File: src/rtl/mitchell_antilog_pkg.sv
// mitchell_antilog_pkg
// Shared definitions for the Mitchell log-to-linear converter.
// Holds the FSM state encoding, the default widths and the derived accumulator
// width used by mitchell_antilog and mitchell_antilog_final.
package mitchell_antilog_pkg;

  typedef enum logic [1:0] {
    IDLE,
    SHIFT,
    DONE
  } state_e;

  localparam int unsigned MA_K_W    = 5;
  localparam int unsigned MA_FRAC_W = 8;
  localparam int unsigned MA_OUT_W  = 16;

  // The accumulator holds the integer part, the fraction and one guard bit
  // that catches a leading one landing just above the result field.
  function automatic int unsigned acc_width(input int unsigned out_w,
                                            input int unsigned frac_w);
    return out_w + frac_w + 1;
  endfunction

  localparam int unsigned MA_ACC_W = acc_width(MA_OUT_W, MA_FRAC_W);

endpackage

File: src/rtl/mitchell_antilog_final.sv
// mitchell_antilog_final
// Combinational result formatter for the antilog converter. It extracts the
// integer field from the shifted accumulator, optionally rounds half-up on the
// dropped fraction, and saturates to all ones on overflow.
// Configuration macro: MITCHELL_ANTILOG_ROUND_EN (defined = round half-up,
// undefined = truncate).
// Ports:
//   acc_i  - shifted accumulator {guard, integer field, fraction}
//   ovf_i  - sticky overflow seen during shifting
//   data_o - linear result
//   sat_o  - result was saturated
module mitchell_antilog_final #(
  parameter int unsigned OUT_W  = 16,
  parameter int unsigned FRAC_W = 8,
  parameter int unsigned ACC_W  = OUT_W + FRAC_W + 1
) (
  input  logic [ACC_W-1:0] acc_i,
  input  logic             ovf_i,
  output logic [OUT_W-1:0] data_o,
  output logic             sat_o
);

  logic [OUT_W-1:0] trunc;
  // Bits that the truncating path never reads; the guard bit is already
  // folded into ovf_i by the shifter.
  logic             unused_bits;

  assign trunc       = acc_i[OUT_W+FRAC_W-1:FRAC_W];
  assign unused_bits = ^{acc_i[ACC_W-1], acc_i[FRAC_W-1:0]};

`ifdef MITCHELL_ANTILOG_ROUND_EN
  logic [OUT_W:0] rounded;

  assign rounded = {1'b0, trunc} + {{OUT_W{1'b0}}, acc_i[FRAC_W-1]};

  always_comb begin
    data_o = rounded[OUT_W-1:0];
    sat_o  = 1'b0;
    if (ovf_i || rounded[OUT_W]) begin
      data_o = '1;
      sat_o  = 1'b1;
    end
  end
`else
  always_comb begin
    data_o = trunc;
    sat_o  = 1'b0;
    if (ovf_i) begin
      data_o = '1;
      sat_o  = 1'b1;
    end
  end
`endif

endmodule

File: src/rtl/mitchell_antilog.sv
// mitchell_antilog
// Iterative log-to-linear converter: computes (1+f)*2^k truncated to an
// integer, one left shift per cycle, with valid/ready handshakes on input and
// output. Optional rounding is selected by MITCHELL_ANTILOG_ROUND_EN (see
// mitchell_antilog_final).
// Ports:
//   clk, rst             - clock, synchronous active-high reset
//   in_valid/in_ready    - input handshake
//   in_k, in_frac        - characteristic and mantissa fraction
//   in_zero              - operand was zero, result forced to 0
//   out_valid/out_ready  - output handshake
//   out_data, out_sat    - linear result and saturation flag
module mitchell_antilog
  import mitchell_antilog_pkg::*;
#(
  parameter int unsigned K_W    = MA_K_W,
  parameter int unsigned FRAC_W = MA_FRAC_W,
  parameter int unsigned OUT_W  = MA_OUT_W
) (
  input  logic              clk,
  input  logic              rst,
  input  logic              in_valid,
  output logic              in_ready,
  input  logic [K_W-1:0]    in_k,
  input  logic [FRAC_W-1:0] in_frac,
  input  logic              in_zero,
  output logic              out_valid,
  input  logic              out_ready,
  output logic [OUT_W-1:0]  out_data,
  output logic              out_sat
);

  localparam int unsigned ACC_W = acc_width(OUT_W, FRAC_W);

  state_e             state_q, state_d;
  logic [ACC_W-1:0]   acc_q;
  logic [K_W-1:0]     cnt_q;
  logic               ovf_q;
  logic [OUT_W-1:0]   out_data_q;
  logic               out_sat_q;
  logic [OUT_W-1:0]   fmt_data;
  logic               fmt_sat;

  mitchell_antilog_final #(
    .OUT_W  (OUT_W),
    .FRAC_W (FRAC_W),
    .ACC_W  (ACC_W)
  ) u_final (
    .acc_i  (acc_q),
    .ovf_i  (ovf_q),
    .data_o (fmt_data),
    .sat_o  (fmt_sat)
  );

  always_ff @(posedge clk) begin
    if (rst) state_q <= IDLE;
    else     state_q <= state_d;
  end

  always_comb begin
    state_d = state_q;
    case (state_q)
      IDLE:    if (in_valid) state_d = in_zero ? DONE : SHIFT;
      SHIFT:   if (cnt_q == '0) state_d = DONE;
      DONE:    if (out_ready) state_d = IDLE;
      default: state_d = IDLE;
    endcase
  end

  always_comb begin
    in_ready  = (state_q == IDLE);
    out_valid = (state_q == DONE);
  end

  always_ff @(posedge clk) begin
    if (rst) begin
      acc_q      <= '0;
      cnt_q      <= '0;
      ovf_q      <= 1'b0;
      out_data_q <= '0;
      out_sat_q  <= 1'b0;
    end else begin
      case (state_q)
        IDLE: begin
          if (in_valid) begin
            if (in_zero) begin
              out_data_q <= '0;
              out_sat_q  <= 1'b0;
            end else begin
              acc_q <= {{(ACC_W-FRAC_W-1){1'b0}}, 1'b1, in_frac};
              cnt_q <= in_k;
              ovf_q <= 1'b0;
            end
          end
        end
        SHIFT: begin
          if (cnt_q != '0) begin
            acc_q <= acc_q << 1;
            cnt_q <= cnt_q - {{(K_W-1){1'b0}}, 1'b1};
            // Top bit shifting out, or the bit below it landing in the guard
            // position, both mean the result no longer fits.
            ovf_q <= ovf_q | acc_q[ACC_W-1] | acc_q[ACC_W-2];
          end else begin
            out_data_q <= fmt_data;
            out_sat_q  <= fmt_sat;
          end
        end
        default: ;
      endcase
    end
  end

  assign out_data = out_data_q;
  assign out_sat  = out_sat_q;

endmodule
File: config.mk
export PLATFORM = sky130hd
export DESIGN_NAME = mitchell_antilog
export DESIGN_NICKNAME = d
export VERILOG_FILES = /design/src/rtl/mitchell_antilog_pkg.sv /design/src/rtl/mitchell_antilog_final.sv /design/src/rtl/mitchell_antilog.sv
export SDC_FILE = /design/constraint.sdc
export NUM_CORES = 1
export LEC_CHECK = 0
export ABC_AREA = 1
export CAP_MARGIN = 5
export CORE_ASPECT_RATIO = 0.7
export CORE_MARGIN = 3
export CORE_UTILIZATION = 45
export CTS_CLUSTER_DIAMETER = 50
export DETAILED_ROUTE_END_ITERATION = 10
export PLACE_DENSITY = 0.69
export SLEW_MARGIN = 20
export SYNTH_ARGS = -nofsm -noshare
export SYNTH_HDL_FRONTEND = slang
export SYNTH_SLANG_ARGS = --single-unit
export TNS_END_PERCENT = 10
File: constraint.sdc
create_clock -name clk -period 1.5 [get_ports clk]
set_input_delay 0.225 -clock clk [delete_from_list [all_inputs] [get_ports clk]]
set_output_delay 0.225 -clock clk [all_outputs]
set_load 0.005 [all_outputs]
==> impl_metrics.toml, run 1 <==
# synthesis and place-and-route metrics
[run_status]
status = "finished clean"

[critical_path]
cp_top_family = "buffers and inverters"
r2r_end = "out_data[4]"
end_kind = "output pin"
crit_type = "flop to output pin"
rr_worst_depth = 7
path_max_fanout = 2
critPathArrivalTime_ps = 1190
worstSetupEndpoint = "out_data[6]"
path_buffers = 1
critPathLaunchType = "flop"

[drt]
drt-met1-wl_um = 2560
routed.top_layer = "met4"
drc_errors = 0
ant_nets = 0
met3_length_um = 235

[cts]
cts_root_buffer = "clkbuf_8"
h-tree-depth = 2
cts_made_buffers = 5
cts_resized = 4
cts_tree = "done"

[pwr]
finalPower_w = 0.00318
pwr-share-seq_pct = 47.0
p_int_w = 0.00228
maxPowerGroup = "registers"
p_leak_nw = 1.18
power.density_nw_per_um2 = 1100

[yosys]
ys_area_um2 = 2290
avgSynthCellArea_um2 = 7.17
synth.top_cell.area_share_pct = 43.7
ys_seq_share_pct = 43.7
most_common_cell = "nand2_1"
synth_cells = 319
edf_count = 0
synth_flops = 50
synthesis.nets = 338
compound_area_share_pct = 13.6

[layout]
comb-cell-share_pct = 36.9
layout_top_cell = "nand2_1"
largest_reg_flops = 25
n_all_inverters = 31
layout_top_cells = "nand2_1, dfxtp_1, nor2_1"
fin_util_pct = 59.7
seq_area_share_pct = 34.9
num-nets-final = 381
antenna_cells = 0
biggestCellCategory = "multi-input combinational cells"
logic_gates = 222
top_register = "acc_q"
buffers = 52
mi_logic_area_um2 = 1060
layout.nonclk_buf_share_pct = 17.3
n_fill_cell = 477
area_delta_synth_final_pct = 26.0

[job]
maxCapViolations = 0

[die]
die_w_um = 91.2
die_area_um2 = 5990
die_h_um = 65.7
coreArea_um2 = 4830
rows = 21
fp_util_pct = 47.3

[grt]
antenna_found_initial = 0
grt_max_degree = 28
grt_pass1_vias = 1827
use_met3_pct = 4.12
grt_remaining_overflow = 0

[sta]
fin_crit_ps = 1410
tightest_slew_ps = 310
hold_slack_ps = 469
hold_viol = 0
setup_viol = 0
clock.fmax_ghz = 0.707
rsz0062_at_grt = "false"
slew_violations = 0
relSlewSlack_pct = 79.3
fin_tns_setup_ps = 0

[placed_design]
dp_hpwl_um = 3220
portBuffers = 36
place_area_um2 = 2720
post-place-ws_ps = -75.8

[min_path]
hp-class = "flop to flop"
min_to = "acc_q[0]"
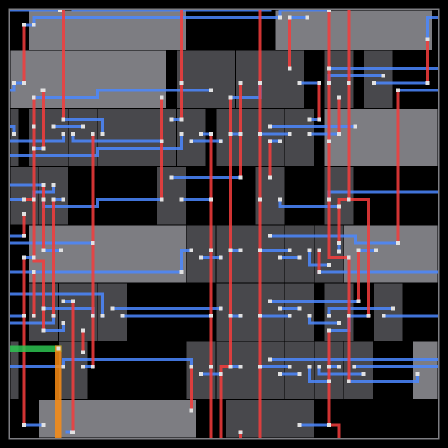
run_1/zoom.png
Region (58, 39) to (78, 59) µm. Cells in gray, sequential cells in the stronger gray; small squares are vias.
| layer | color |
|---|---|
| met1 | blue |
| met3 | green |
| met2 | red |
| met4 | orange |
sequential cells in the window: 7
netlist names of flops here include: `out_data` (4), `acc_q` (3)
most frequent: nand2_1 (19), dfxtp_1 (7), a21oi_2 (5)
cells with their middle in the window: 40

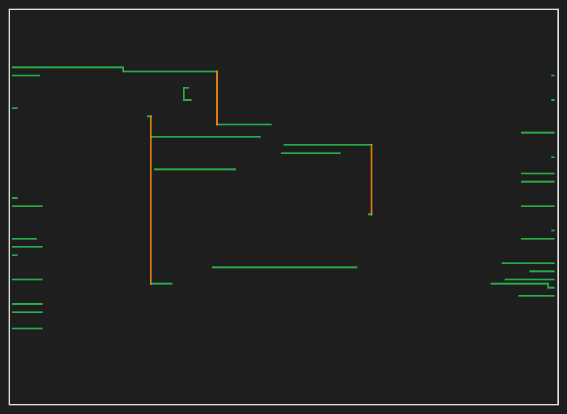
run_1/metal_stack.png
Drawn at 6 px/µm. Only two layers are drawn.
| layer | color | wire length |
|---|---|---|
| met4 | orange | 48.3 µm |
| met3 | green | 235 µm |
DR vias: 1986
final WL: 4750 µm
WL per Instance: 11.0 µm
Overall Global Routing Usage: 16.7%

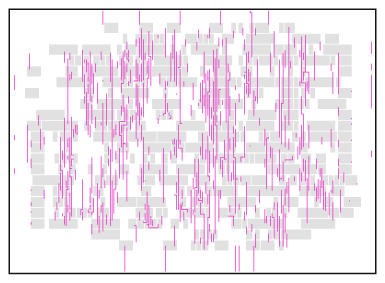
run_1/met2.png
Drawn at 4 px/µm. Cells faint in the background.
wire length on this layer: 1900 µm
longest straight run: 25.5 µm

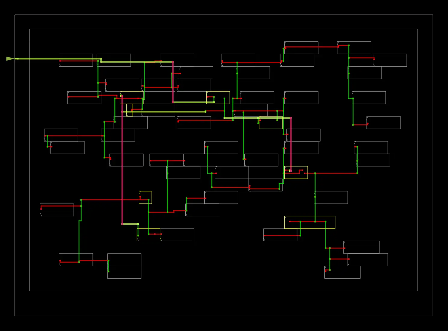
run_1/final_clocks.png
Power Clock: 0.000942 W
Clock Buffer Count: 6
CTS Sinks: 50
Seq Cell Count: 50
clk_lat worst skew: 300 ps

run_1/port_nets.png
Drawn at 4 px/µm.
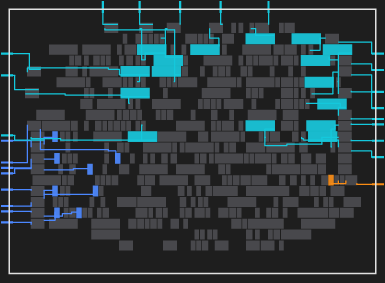

--- run 2 (diff from run 1) ---
--- a/config.mk
+++ b/config.mk
@@ -12,9 +12,11 @@
 export CORE_UTILIZATION = 45
 export CTS_CLUSTER_DIAMETER = 50
 export DETAILED_ROUTE_END_ITERATION = 10
+export GPL_TIMING_DRIVEN = 0
 export PLACE_DENSITY = 0.69
 export SLEW_MARGIN = 20
 export SYNTH_ARGS = -nofsm -noshare
 export SYNTH_HDL_FRONTEND = slang
+export SYNTH_HIERARCHICAL = 1
 export SYNTH_SLANG_ARGS = --single-unit
 export TNS_END_PERCENT = 10
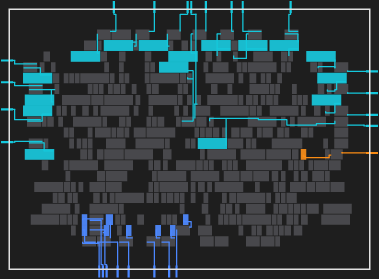
run_2/port_nets.png
Drawn at 4 px/µm.
| port | color | direction | edge | end cells | buffers | wire |
|---|---|---|---|---|---|---|
| `in_frac` | blue | input | bottom | 8 | 8 | 115 µm |
| `out_data` | cyan | output | 8 top, 4 right, 4 left | 16 | 16 | 298 µm |
| `out_valid` | orange | output | right | 1 | 1 | 14.8 µm |
Top-Level Pins: 37
PortBufs: 36

==> run 2 against run 1 <==
Against the previous run: first-iteration DRC count down 45%; global-route usage grew 1.8 points; final cell count fell by 1.6%; highest routed layer unchanged.
==> impl_metrics.toml, run 2 <==
# synthesis and place-and-route metrics
[sta]
hold_slack_ps = 462
fin_tns_setup_ps = 0
rsz0062_at_grt = "true"
fin_crit_ps = 1430
hold_viol = 0
tightest_slew_ps = 509
slew_violations = 0
relSlewSlack_pct = 66.1
clock.fmax_ghz = 0.700

[critical_path]
crit_type = "flop to flop"
path_max_fanout = 10
r2r_end = "cnt_q[4]"
end_kind = "flop"
critPathArrivalTime_ps = 1670
cp_top_family = "simple AND/OR/NAND/NOR gates"
path_buffers = 3
rr_worst_depth = 9
critPathLaunchType = "flop"
worstSetupEndpoint = "cnt_q[4]"

[yosys]
synth_cells = 315
ys_seq_share_pct = 45.3
avgSynthCellArea_um2 = 7.02
edf_count = 0
compound_area_share_pct = 12.4
synthesis.nets = 334
ys_area_um2 = 2210
synth.top_cell.area_share_pct = 45.3
most_common_cell = "nand2_1"
synth_flops = 50

[layout]
top_register = "acc_q"
seq_area_share_pct = 35.9
antenna_cells = 0
mi_logic_area_um2 = 998
flop-count = 50
layout.nonclk_buf_share_pct = 17.2
n_all_inverters = 33
n_fill_cell = 428
layout_top_cell = "nand2_1"
num-nets-final = 377
comb-cell-share_pct = 35.7
clockBufferCount = 7
buffers = 52
largest_reg_flops = 25
area_delta_synth_final_pct = 26.5

[drt]
met3_length_um = 262
drt-met1-wl_um = 2420
dr_total_vias = 2025
drc_errors = 0

[die]
die_area_um2 = 5800
rows = 20
die_h_um = 64.6
coreArea_um2 = 4530

[grt]
use_met3_pct = 4.41
grt_usage_pct = 18.5
antenna_found_initial = 0
grt_max_degree = 19

[pwr]
maxPowerGroup = "registers"
finalPower_w = 0.00275
pwr-share-seq_pct = 51.4
powerClk_w = 0.000866
power.density_nw_per_um2 = 982
p_leak_nw = 1.16
p_int_w = 0.00199

[cts]
h-tree-depth = 2
cts_tree = "done"
worstSkewPairLatency_ps = 310
cts_made_buffers = 5
cts_resized = 7
cts.sinks = 50
cts_root_buffer = "clkbuf_8"

[placed_design]
post-place-ws_ps = -487
dp_hpwl_um = 3560
place_area_um2 = 2650

[run_status]
status = "finished clean"

[min_path]
min_to = "out_data[14]"

[job]
maxCapViolations = 0
--- run 3 (diff from run 2) ---
--- a/config.mk
+++ b/config.mk
@@ -11,6 +11,7 @@
 export CORE_MARGIN = 3
 export CORE_UTILIZATION = 45
 export CTS_CLUSTER_DIAMETER = 50
+export CTS_CLUSTER_SIZE = 16
 export DETAILED_ROUTE_END_ITERATION = 10
 export GPL_TIMING_DRIVEN = 0
 export PLACE_DENSITY = 0.69
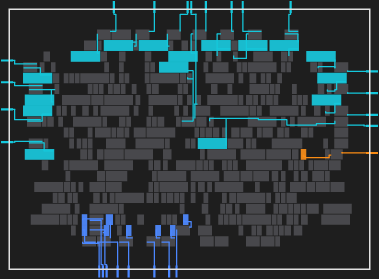
run_3/port_nets.png
Drawn at 4 px/µm.

==> run 3 against run 2 <==
Against the previous run: wire length stayed put; cell area is the same; critical path depth stayed put; critical endpoint unchanged.
==> impl_metrics.toml, run 3 <==
# synthesis and place-and-route metrics
[job]
maxCapViolations = 0

[layout]
flop-count = 50
clockBufferCount = 7
layout_top_cell = "nand2_1"
antenna_cells = 0
top_register = "acc_q"
n_all_inverters = 33
comb-cell-share_pct = 35.7
seq_area_share_pct = 35.9
largest_reg_flops = 25

[cts]
cts_root_buffer = "clkbuf_8"
cts_resized = 7
worstSkewPairLatency_ps = 310
cts_made_buffers = 5

[drt]
drc_errors = 0
dr_total_vias = 2025
met3_length_um = 262
drt-met1-wl_um = 2420

[run_status]
status = "finished clean"

[placed_design]
post-place-ws_ps = -487
portBuffers = 36

[die]
io_pins = 37

[yosys]
synthesis.nets = 334
compound_area_share_pct = 12.4
ys_area_um2 = 2210
edf_count = 0
synth.top_cell.area_share_pct = 45.3
most_common_cell = "nand2_1"

[critical_path]
crit_type = "flop to flop"
critPathLaunchType = "flop"

[pwr]
p_int_w = 0.00199
finalPower_w = 0.00275
maxPowerGroup = "registers"

[sta]
tightest_slew_ps = 509
fin_tns_setup_ps = 0

[grt]
antenna_found_initial = 0

[min_path]
min_to = "out_data[14]"
Power and IR drop assume default switching activity.
